### src/rtl/gbf_pkg.sv
// rtl/gbf_pkg.sv - shared state type and sizing/address helpers for the GBF port agent
package gbf_pkg;

    typedef enum logic [2:0] {
        IDLE,
        READ,
        DRAIN,
        WRITE,
        DONE
    } agent_state_t;

    function automatic int gbf_aw(input int height);
        return (height > 1) ? $clog2(height) : 1;
    endfunction

    function automatic int gbf_lw(input int height);
        return $clog2(height + 1);
    endfunction

    // Wrapping step; a single subtraction suffices because addr and stride are both below height.
    function automatic int gbf_addr_next(input int addr, input int stride, input int height);
        int n;
        n = addr + stride;
        if (n >= height) begin
            n = n - height;
        end
        return n;
    endfunction

endpackage

### src/rtl/gbf_skid_fifo.sv
// rtl/gbf_skid_fifo.sv - 2-entry valid/ready buffer between the RAM read port and the read stream
module gbf_skid_fifo #(
    parameter int DW = 33
) (
    input  logic          clk,
    input  logic          rst_n,
    input  logic          s_tvalid,
    output logic          s_tready,
    input  logic [DW-1:0] s_tdata,
    output logic          m_tvalid,
    input  logic          m_tready,
    output logic [DW-1:0] m_tdata
);

    logic [DW-1:0] mem [2];
    logic          wr_ptr;
    logic          rd_ptr;
    logic [1:0]    count;
    logic          push;
    logic          pop;

    assign m_tvalid = (count != 2'd0);
    // A full buffer still takes a beat in the same cycle the head leaves.
    assign s_tready = (count != 2'd2) || m_tready;
    assign m_tdata  = mem[rd_ptr];
    assign push     = s_tvalid && s_tready;
    assign pop      = m_tvalid && m_tready;

    always_ff @(posedge clk or negedge rst_n) begin
        if (!rst_n) begin
            mem[0] <= '0;
            mem[1] <= '0;
            wr_ptr <= 1'b0;
            rd_ptr <= 1'b0;
            count  <= 2'd0;
        end else begin
            if (push) begin
                mem[wr_ptr] <= s_tdata;
                wr_ptr      <= ~wr_ptr;
            end
            if (pop) begin
                rd_ptr <= ~rd_ptr;
            end
            count <= count + {1'b0, push} - {1'b0, pop};
        end
    end

endmodule

### src/rtl/gbf_port_agent.sv
// rtl/gbf_port_agent.sv - burst read/write initiator for one GBF RAM port; GBF_AGENT_STRIDE_EN adds cmd_stride
module gbf_port_agent
    import gbf_pkg::*;
#(
    parameter  int WIDTH  = 32,
    parameter  int HEIGHT = 48,
    localparam int AW     = gbf_aw(HEIGHT),
    localparam int LW     = gbf_lw(HEIGHT)
) (
    input  logic             clk,
    input  logic             rst_n,
    input  logic             cmd_valid,
    output logic             cmd_ready,
    input  logic             cmd_write,
    input  logic [AW-1:0]    cmd_addr,
    input  logic [LW-1:0]    cmd_len,
`ifdef GBF_AGENT_STRIDE_EN
    input  logic [AW-1:0]    cmd_stride,
`endif
    output logic             rd_valid,
    input  logic             rd_ready,
    output logic [WIDTH-1:0] rd_data,
    output logic             rd_last,
    input  logic             wr_valid,
    output logic             wr_ready,
    input  logic [WIDTH-1:0] wr_data,
    output logic [AW-1:0]    ram_addr,
    output logic             ram_we,
    output logic [WIDTH-1:0] ram_wdata,
    input  logic [WIDTH-1:0] ram_q,
    output logic             busy,
    output logic             done
);

    agent_state_t   state_q, state_d;
    logic [AW-1:0]  addr_q;
    logic [AW-1:0]  addr_next;
    logic [AW-1:0]  addr_hold_q;
    logic [AW-1:0]  stride;
    logic [LW-1:0]  remaining_q;
    logic           last_beat;
    logic           rd_issue;
    logic           fifo_s_tready;
    logic [WIDTH:0] fifo_m_tdata;

`ifdef GBF_AGENT_STRIDE_EN
    logic [AW-1:0]  stride_q;
    assign stride = stride_q;
`else
    assign stride = AW'(1);
`endif

    assign addr_next = AW'(gbf_addr_next(int'(addr_q), int'(stride), HEIGHT));
    assign last_beat = (remaining_q == LW'(1));
    assign busy      = (state_q != IDLE);
    // The bus follows the live address only while beats are being issued.
    assign ram_addr  = (state_q == READ || state_q == WRITE) ? addr_q : addr_hold_q;
    assign rd_last   = fifo_m_tdata[WIDTH];
    assign rd_data   = fifo_m_tdata[WIDTH-1:0];

    always_ff @(posedge clk or negedge rst_n) begin
        if (!rst_n) begin
            state_q <= IDLE;
        end else begin
            state_q <= state_d;
        end
    end

    always_comb begin
        state_d   = state_q;
        cmd_ready = 1'b0;
        rd_issue  = 1'b0;
        wr_ready  = 1'b0;
        ram_we    = 1'b0;
        ram_wdata = '0;
        done      = 1'b0;
        case (state_q)
            IDLE: begin
                cmd_ready = 1'b1;
                if (cmd_valid) begin
                    if (cmd_len == '0) begin
                        state_d = DONE;
                    end else if (cmd_write) begin
                        state_d = WRITE;
                    end else begin
                        state_d = READ;
                    end
                end
            end
            READ: begin
                rd_issue = fifo_s_tready;
                if (rd_issue && last_beat) begin
                    state_d = DRAIN;
                end
            end
            DRAIN: begin
                if (!rd_valid) begin
                    state_d = DONE;
                end
            end
            WRITE: begin
                wr_ready  = 1'b1;
                ram_we    = wr_valid;
                ram_wdata = wr_data;
                if (wr_valid && last_beat) begin
                    state_d = DONE;
                end
            end
            DONE: begin
                done    = 1'b1;
                state_d = IDLE;
            end
            default: begin
                state_d = IDLE;
            end
        endcase
    end

    always_ff @(posedge clk or negedge rst_n) begin
        if (!rst_n) begin
            addr_q      <= '0;
            addr_hold_q <= '0;
            remaining_q <= '0;
`ifdef GBF_AGENT_STRIDE_EN
            stride_q    <= '0;
`endif
        end else begin
            addr_hold_q <= ram_addr;
            if (cmd_ready && cmd_valid) begin
                addr_q      <= cmd_addr;
                remaining_q <= cmd_len;
`ifdef GBF_AGENT_STRIDE_EN
                stride_q    <= cmd_stride;
`endif
            end else if (rd_issue || (state_q == WRITE && wr_valid)) begin
                addr_q      <= addr_next;
                remaining_q <= remaining_q - LW'(1);
            end
        end
    end

    gbf_skid_fifo #(
        .DW(WIDTH + 1)
    ) u_out_buf (
        .clk      (clk),
        .rst_n    (rst_n),
        .s_tvalid (rd_issue),
        .s_tready (fifo_s_tready),
        .s_tdata  ({last_beat, ram_q}),
        .m_tvalid (rd_valid),
        .m_tready (rd_ready),
        .m_tdata  (fifo_m_tdata)
    );

endmodule

### config.mk
export PLATFORM = sky130hd
export DESIGN_NAME = gbf_port_agent
export DESIGN_NICKNAME = d
export VERILOG_FILES = /design/src/rtl/gbf_pkg.sv /design/src/rtl/gbf_skid_fifo.sv /design/src/rtl/gbf_port_agent.sv
export SDC_FILE = /design/constraint.sdc
export NUM_CORES = 1
export LEC_CHECK = 0
export ABC_CLOCK_PERIOD_IN_PS = 5400
export CORE_ASPECT_RATIO = 1.25
export CORE_UTILIZATION = 48
export DETAILED_ROUTE_END_ITERATION = 16
export HOLD_SLACK_MARGIN = 0.08
export PLACE_DENSITY = 0.84
export SKIP_LAST_GASP = 1
export SLEW_MARGIN = 20
export SYNTH_ARGS = -nofsm -noshare
export SYNTH_HDL_FRONTEND = slang
export SYNTH_SLANG_ARGS = --single-unit
### constraint.sdc
create_clock -name clk -period 5.4 [get_ports clk]
set_input_delay 0.54 -clock clk [delete_from_list [all_inputs] [get_ports clk]]
set_output_delay 0.54 -clock clk [all_outputs]
set_load 0.05 [all_outputs]
run_1/clk_routes.png
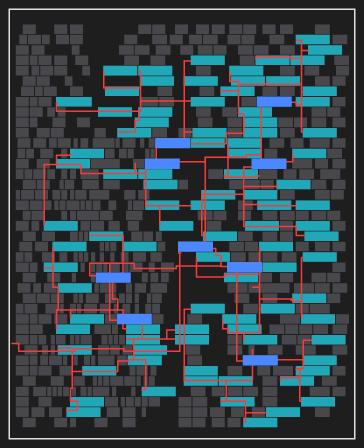
legend:
  red:
    item: clock wires
    length: 1,020 µm
  blue:
    item: clock drivers
    count: 9
  cyan:
    item: flip-flops
    count: 91
routed clock nets: 10
flops lie: all over the die

run_1/sizes.png
Scale bar: 20 µm.
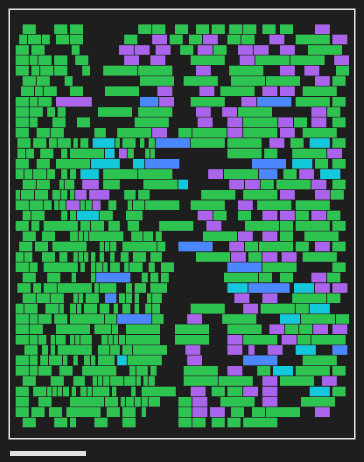
legend:
  green:
    size: _0 and _1 cells
    cells: 422
  cyan:
    size: _3 and _4 cells
    cells: 18
  purple:
    size: _2 cells
    cells: 93
  blue:
    size: _6 and larger
    cells: 14

==> tab_implementation.tex, run 1 <==
% Yosys + OpenROAD metrics
\begin{tabular}{lr}
\hline
Metric & Value \\
\hline
\multicolumn{2}{l}{\textbf{STA}} \\
\quad Tmin final & between 3 and 4 ns \\
\multicolumn{2}{l}{\textbf{CTS}} \\
\quad CTS resizes & 0 \\
\quad Clock insertion delay at the later pin of the skew report & $\sim$0.33 ns \\
\quad Setup repair bufs after CTS & 0 \\
\multicolumn{2}{l}{\textbf{Worst setup path}} \\
\quad Gate family responsible for the most delay along the worst path & simple AND/OR/NAND/NOR gates \\
\quad WS Path Type & register to output pin \\
\multicolumn{2}{l}{\textbf{Job}} \\
\quad OpenROAD warnings & 28 \\
\multicolumn{2}{l}{\textbf{Yosys}} \\
\quad Ys flop type & dfrtp\_1 \\
\quad Area leader, netlist & dfrtp\_1 \\
\quad EDFF count, synth & 0 \\
\quad Summed instance area of the synthesized netlist & approximately 0.0047 mm² \\
\quad Top cells by area & dfrtp\_1, mux2\_2, and3\_1 \\
\multicolumn{2}{l}{\textbf{Min path}} \\
\quad HP Class & primary input to asynchronous set/reset pin \\
\multicolumn{2}{l}{\textbf{Layout}} \\
\quad Total non-filler cell area in the finished layout & 0.00661 mm² \\
\multicolumn{2}{l}{\textbf{Die}} \\
\quad Row count & 39 \\
\quad Area of the placeable core & 0.00932 mm² \\
\quad I/O pin total & 159 \\
\multicolumn{2}{l}{\textbf{Status}} \\
\quad Result of the run & finished, final reports clean \\
\multicolumn{2}{l}{\textbf{Place}} \\
\quad Routability congestion estimate & a little under 0.9 \\
\multicolumn{2}{l}{\textbf{Drt}} \\
\quad Detailed-route DRC error count & 0 \\
\quad Total vias in the final route & 3,572 \\
\hline
\end{tabular}
run_1/flops_by_reg.png
Scale bar: 20 µm. Other sequential cells in the stronger grey, the rest of the logic in the fainter grey.
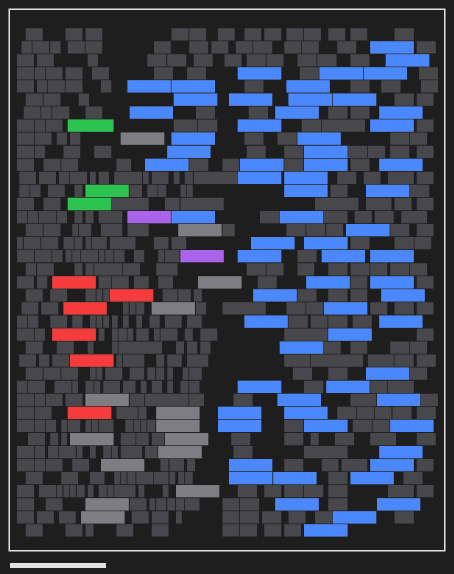
legend:
  red:
    name_in_the_netlist: addr_hold_q
    placed_flops: 6
    where: middle left
  purple:
    name_in_the_netlist: u_out_buf.count
    placed_flops: 2
  blue:
    name_in_the_netlist: u_out_buf.mem
    placed_flops: 66
  green:
    name_in_the_netlist: state_q
    placed_flops: 3
not coloured: 14

run_1/placement.png
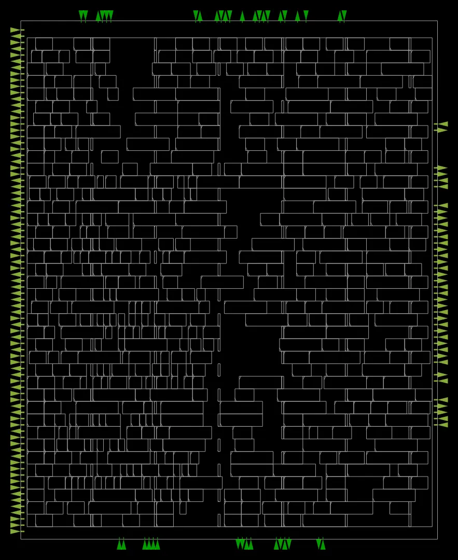
sequential share of cell area: 34.5%
final cell count without fillers: 670
FILL cells: 669
well-tap cell count: 123

## run 1: per-layer routing
| metal | GRT usage [%] | vias up | routed length (µm) |
|---|---|---|---|
| met5 | 0 | - | 0 |
| met4 | 8.92 | 0 | 261 |
| met3 | 5.01 | 16 | 608 |
| met2 | 41.8 | 150 | 5680 |
| met1 | 25.6 | 1736 | 4440 |
| li1 | - | 1670 | - |
## run 1: kinds of logic (layout without fill, tap and decap cells)
group / after synthesis / after routing / synth area share [%]
simple gates: 117 / 117 / 14.0
mux: 101 / 101 / 24.9
flops: 91 / 91 / 48.6
buf+inv: 35 / 184 / 3.98
compound gates: 32 / 32 / 3.82
xor+xnor: 15 / 15 / 2.80
fa+ha+maj: 7 / 7 / 1.87
## run 1: worst paths after layout
path / startpoint / endpoint / slack [ns] / cells after the start
setup / recovery: state_q[0] / ram_wdata[18] / 2.31 / 3
hold / removal: rst_n / u_out_buf.mem[52] / 0.28 / 1
setup reg to reg: addr_q[0] / addr_q[4] / 2.86 / 9
hold reg to reg: addr_hold_q[3] / addr_hold_q[3] / 0.48 / 2
max in group asynchronous: rst_n / state_q[1] / 4.55 / 1
min in group clk: addr_hold_q[3] / addr_hold_q[3] / 0.48 / 2
## run 1: area by class of cell
class	count	share of cell area [%]
multi-input cells	272	33.8
flip-flops and latches	91	34.5
inverters	8	0.455
repair buffers	160	24.2
clock inverters	5	0.909
clock buffers	11	3.83
well taps	123	2.33
## run 1: stage by stage
stage	std cells	utilization [%]
after CTS	670	70.8
after floorplan	398	-
after global placement	654	67.4
after global routing	670	70.9
after detailed placement	654	67.4
final	670	70.9
run_1/metal_density.png
The die is cut into 18 by 22 equal tiles; dark blue is low, red is high, scaled to the fullest tile. Values are wire area over tile area, all layers added.
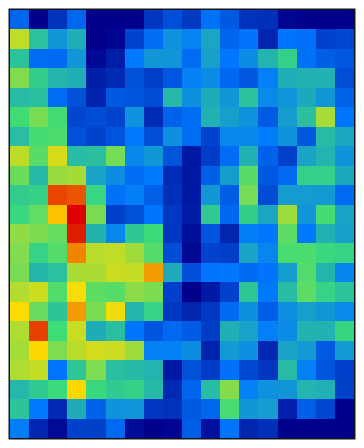

--- run 2 (diff from run 1) ---
--- a/config.mk
+++ b/config.mk
@@ -5,12 +5,12 @@
 export SDC_FILE = /design/constraint.sdc
 export NUM_CORES = 1
 export LEC_CHECK = 0
-export ABC_CLOCK_PERIOD_IN_PS = 5400
+export ABC_CLOCK_PERIOD_IN_PS = 3250
 export CORE_ASPECT_RATIO = 1.25
-export CORE_UTILIZATION = 48
+export CORE_UTILIZATION = 46
 export DETAILED_ROUTE_END_ITERATION = 16
 export HOLD_SLACK_MARGIN = 0.08
-export PLACE_DENSITY = 0.84
+export PLACE_DENSITY = 0.81
 export SKIP_LAST_GASP = 1
 export SLEW_MARGIN = 20
 export SYNTH_ARGS = -nofsm -noshare
==> constraint.sdc (replaced) <==
create_clock -name clk -period 3.25 [get_ports clk]
set_input_delay 0.325 -clock clk [delete_from_list [all_inputs] [get_ports clk]]
set_output_delay 0.325 -clock clk [all_outputs]
set_load 0.05 [all_outputs]
run_2/metal_density.png
The die is cut into 18 by 23 equal tiles; dark blue is low, red is high, scaled to the fullest tile. Values are wire area over tile area, all layers added.
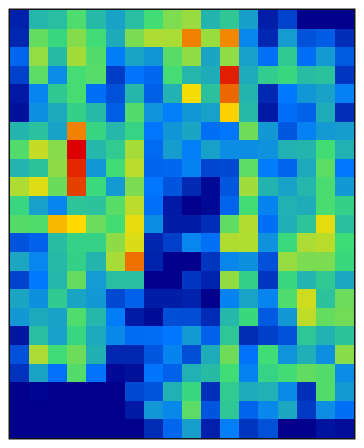
emptiest ninth of the die: lower left
fullest tile: 0.46
mean over tiles: 0.16
nearly empty tiles: 7.7%
tiles over half the peak: 24%

==> run 2 against run 1 <==
  * Register-to-register slack worse by 2.2 ns
  * Area after synthesis did not move
  * Highest routed layer unchanged
  * Critical path type unchanged
  * Cell area grew 0.13%
  * Clock skew is 0.0054 ns higher
  * Global-route usage is 2.2 points lower
==> tab_implementation.tex, run 2 <==
% Yosys + OpenROAD metrics
\begin{tabular}{lr}
\hline
Metric & Value \\
\hline
\multicolumn{2}{l}{\textbf{Status}} \\
\quad Result of the run & finished, final reports clean \\
\multicolumn{2}{l}{\textbf{Job}} \\
\quad OpenROAD warnings & 28 (unchanged) \\
\multicolumn{2}{l}{\textbf{Yosys}} \\
\quad Ys flop type & dfrtp\_1 \\
\quad Logic family by area & multiplexers \\
\quad Synthesized-area fraction occupied by and/or/nand/nor cells & 14.0\% (unchanged) \\
\quad EDFF count, synth & 0 (unchanged) \\
\quad Summed instance area of the synthesized netlist & 0.00469 mm² (unchanged) \\
\quad Top cells by area & dfrtp\_1, mux2\_2, and3\_1 \\
\quad Complex Gates by Area & 3.82\% (unchanged) \\
\quad Fraction of synthesized cell area in xor and xnor cells & 2.80\% (unchanged) \\
\quad Adder Share, Synth & 1.87\% (unchanged) \\
\quad Number of distinct library cells after synthesis & 45 \\
\quad Area leader, netlist & dfrtp\_1 \\
\multicolumn{2}{l}{\textbf{STA}} \\
\quad Tmin final & 2.92 ns \\
\multicolumn{2}{l}{\textbf{Worst setup path}} \\
\quad Gate family responsible for the most delay along the worst path & buffers and inverters \\
\quad WS Path Type & register to output pin \\
\multicolumn{2}{l}{\textbf{Min path}} \\
\quad HP Class & register to register \\
\multicolumn{2}{l}{\textbf{Die}} \\
\quad Row count & 40 (+2.6\%) \\
\quad I/O pin total & 159 (unchanged) \\
\multicolumn{2}{l}{\textbf{CTS}} \\
\quad Setup repair bufs after CTS & 0 (unchanged) \\
\quad CTS resizes & 0 (unchanged) \\
\quad Clock insertion delay at the later pin of the skew report & 0.33 ns (about the same) \\
\multicolumn{2}{l}{\textbf{Place}} \\
\quad Routability congestion estimate & 0.863 (-0.39\%) \\
\multicolumn{2}{l}{\textbf{Drt}} \\
\quad Met3 WL post-DR & 466 µm (-23\%) \\
\quad Met1 wire length & 4.61 mm (+3.7\%) \\
\quad Detailed-route DRC error count & 0 (unchanged) \\
\quad Top layer reached by signal wires & met4 \\
\hline
\end{tabular}
run_2/sizes.png
Scale bar: 20 µm.
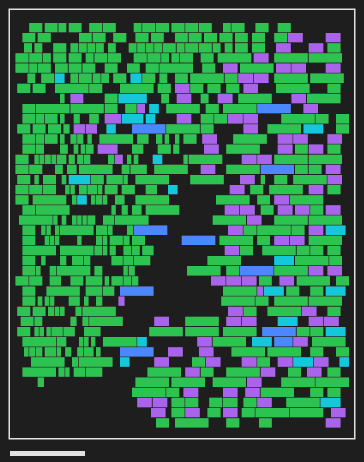
legend:
  blue:
    size: _6 and larger
    cells: 10
  green:
    size: _0 and _1 cells
    cells: 426
  cyan:
    size: _3 and _4 cells
    cells: 24
  purple:
    size: _2 cells
    cells: 94

-- run 2: area by class of cell --
cell class              instances  area (µm²)
clock buffers                  12         246
clock inverters                 4        26.3
fillers                       743        3150
inverters                       8        30.0
multi-input cells             272        2230
flip-flops and latches         91        2280
well taps                     126         158
repair buffers                167        1650
-- run 2: worst reg2reg max path: stages (launching register included) --
cell	delay, ns
dfrtp_1	0.47
ha_1	0.33
nand3_1	0.20
xnor2_1	0.28
ha_1	0.22
nand2_1	0.05
or4_1	0.39
o21ai_0	0.20
mux2i_1	0.13
o21a_1	0.18
-- run 2: stage by stage --
step	util (%)	instances	area, µm²
2_1_floorplan	-	398	4690
3_3_place_gp	64.9	663	6330
3_5_place_dp	64.9	663	6330
4_1_cts	67.8	680	6610
5_1_grt	67.8	680	6610
6_report	67.8	680	6610
-- run 2: per-layer routing --
metal,track usage [%],vias up
met5,0,-
met4,7.81,0
met3,3.44,15
met2,35.3,99
met1,26.2,1731
li1,-,1693
-- run 2: final timing paths --
path                                   from           endpoint  slack [ns]  depth (start not counted)
max                              state_q[0]      ram_wdata[12]        0.33                          4
max reg2reg                       addr_q[0]          addr_q[4]        0.70                          9
min                        u_out_buf.rd_ptr   u_out_buf.rd_ptr        0.47                          1
max in group asynchronous             rst_n  u_out_buf.mem[35]        1.90                          3
min in group asynchronous             rst_n  u_out_buf.mem[47]        0.54                          2
min reg2reg                u_out_buf.rd_ptr   u_out_buf.rd_ptr        0.47                          1
--- run 3 (diff from run 2) ---
--- a/config.mk
+++ b/config.mk
@@ -9,6 +9,7 @@
 export CORE_ASPECT_RATIO = 1.25
 export CORE_UTILIZATION = 46
 export DETAILED_ROUTE_END_ITERATION = 16
+export GPL_ROUTABILITY_DRIVEN = 0
 export HOLD_SLACK_MARGIN = 0.08
 export PLACE_DENSITY = 0.81
 export SKIP_LAST_GASP = 1
run_3/clk_routes.png
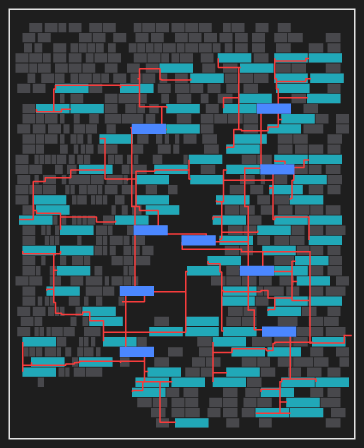
legend:
  cyan:
    item: flip-flops
    count: 91
  red:
    item: clock wires
    length: 1,020 µm
  blue:
    item: clock drivers
    count: 9
routed clock nets: 10
flops lie: all over the die

==> run 3 against run 2 <==
  * Routed wire length stayed put
  * Synthesized cell count stayed put
  * Register-to-register slack hardly changed
==> tab_implementation.tex, run 3 <==
% Yosys + OpenROAD metrics
\begin{tabular}{lr}
\hline
Metric & Value \\
\hline
\multicolumn{2}{l}{\textbf{Status}} \\
\quad Result of the run & finished, final reports clean \\
\multicolumn{2}{l}{\textbf{CTS}} \\
\quad Setup repair bufs after CTS & 0 (unchanged) \\
\quad Clock insertion delay at the later pin of the skew report & 0.33 ns (about the same) \\
\quad Num CTS Buffers & 9 \\
\quad CTS resizes & 0 (unchanged) \\
\multicolumn{2}{l}{\textbf{Global routing}} \\
\quad Top Usage Layer GRT & met2 \\
\quad Met2 Track Usage GR & 35.3\% (unchanged) \\
\quad Met3 track demand over resource in global routing & 3.44\% (unchanged) \\
\quad Met1 usage in global routing & 26.2\% (unchanged) \\
\quad Wire length of the first global-routing pass & around 17 mm \\
\multicolumn{2}{l}{\textbf{Place}} \\
\quad Number of cells after detailed placement & 663 (unchanged) \\
\quad HPWL reported at the end of detailed placement & just under 8 mm \\
\multicolumn{2}{l}{\textbf{Worst setup path}} \\
\quad WS Path Type & register to output pin \\
\quad Setup crit end kind & output pin \\
\quad Sort of element at the start of the critical path & register \\
\multicolumn{2}{l}{\textbf{Drt}} \\
\quad Met1 wire length & 4.61 mm (unchanged) \\
\quad Met3 WL post-DR & 466 µm (unchanged) \\
\quad Top layer reached by signal wires & met4 \\
\quad Detailed-route DRC error count & 0 (unchanged) \\
\quad First DRT Iteration DRCs & roughly 180 \\
\quad Met2 layer wire length in the routed design & around 5.5 mm \\
\multicolumn{2}{l}{\textbf{Job}} \\
\quad OpenROAD warnings & 28 (unchanged) \\
\multicolumn{2}{l}{\textbf{Layout}} \\
\quad Net total in the final layout & 638 \\
\quad Final cell count without fillers & 680 (unchanged) \\
\quad FILL cells & 743 (unchanged) \\
\quad Comb. cell area & 0.00223 mm² (unchanged) \\
\quad Sequential standard cell area & 0.00228 mm² (unchanged) \\
\multicolumn{2}{l}{\textbf{Yosys}} \\
\quad EDFF count, synth & 0 (unchanged) \\
\quad Area leader, netlist & dfrtp\_1 \\
\quad Ys flop type & dfrtp\_1 \\
\quad Top cells by area & dfrtp\_1, mux2\_2, and3\_1 \\
\quad Number of distinct library cells after synthesis & 45 (unchanged) \\
\quad Chip area from the yosys synthesis statistics & around 0.0047 mm² \\
\quad Synthesis warning total & 0 \\
\quad Summed instance area of the synthesized netlist & 0.00469 mm² (unchanged) \\
\quad Most frequent cells after synthesis & dfrtp\_1, mux2\_2, nand2\_1, and3\_1, o21ai\_1 \\
\quad Count leader, synth & dfrtp\_1 \\
\multicolumn{2}{l}{\textbf{Min path}} \\
\quad HP Class & register to register \\
\multicolumn{2}{l}{\textbf{Die}} \\
\quad Row count & 40 (unchanged) \\
\quad I/O pin total & 159 (unchanged) \\
\multicolumn{2}{l}{\textbf{STA}} \\
\quad Rel. slew slack & approximately two fifths \\
\quad Tmin final & 2.92 ns (unchanged) \\
\hline
\end{tabular}
run_3/placement.png
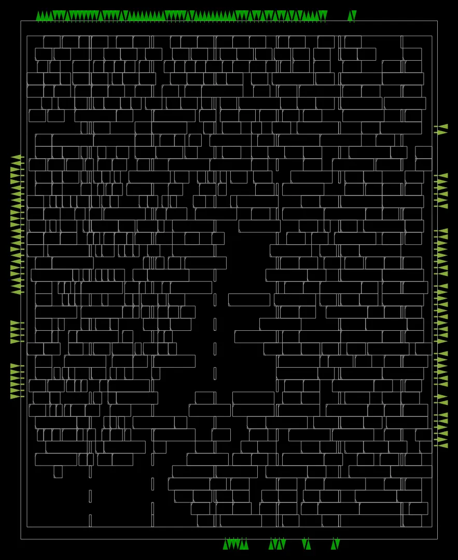
final core occ: 67.8%
well-tap cell count: 126

## run 3: cell counts after synthesis
Identical to the previous run, type by type.
## run 3: cell type report
cell class                      count  share of cell area [%]
Clock buffer                       12                    3.73
Clock inverter                      4                   0.397
Sequential cell                    91                    34.4
Timing Repair Buffer              167                    24.9
Inverter                            8                   0.454
Tap cell                          126                    2.38
Multi-Input combinational cell    272                    33.7
## run 3: stage by stage
step	cell area, µm²	util, %
after global routing	6610	67.8
after CTS	6610	67.8
after global placement	6330	64.9
after detailed placement	6330	64.9
after floorplan	4690	-
final	6610	67.8
## run 3: worst paths after layout
check | from | to | slack [ns] | cells after the start
min reg2reg | u_out_buf.rd_ptr | u_out_buf.rd_ptr | 0.47 | 1
max reg2reg | addr_q[0] | addr_q[4] | 0.70 | 9
min | u_out_buf.rd_ptr | u_out_buf.rd_ptr | 0.47 | 1
min in group asynchronous | rst_n | u_out_buf.mem[47] | 0.54 | 2
max | state_q[0] | ram_wdata[12] | 0.33 | 4
max in group asynchronous | rst_n | u_out_buf.mem[35] | 1.90 | 3
## run 3: cells by family after synthesis
kind of cell	share of synthesized area, %
xor gates and xnor gates	2.80
AOI/OAI and AO/OA	3.82
and+or+nand+nor	14.0
muxes	24.9
buffers and inverters	3.98
adders and majority gates	1.87
DFF	48.6
## run 3: timing repair
item	CTS	global route
hold buffers	1	0
setup endpoints to repair	0	0
hold endpoints to repair	44	0
## run 3: worst max-delay path: stages, from the launching register on
cell and delay (ns):
dfrtp_1 0.46, nor2b_2 0.45, buf_4 0.33, and3_1 0.21
clkdlybuf4s50_1 0.81
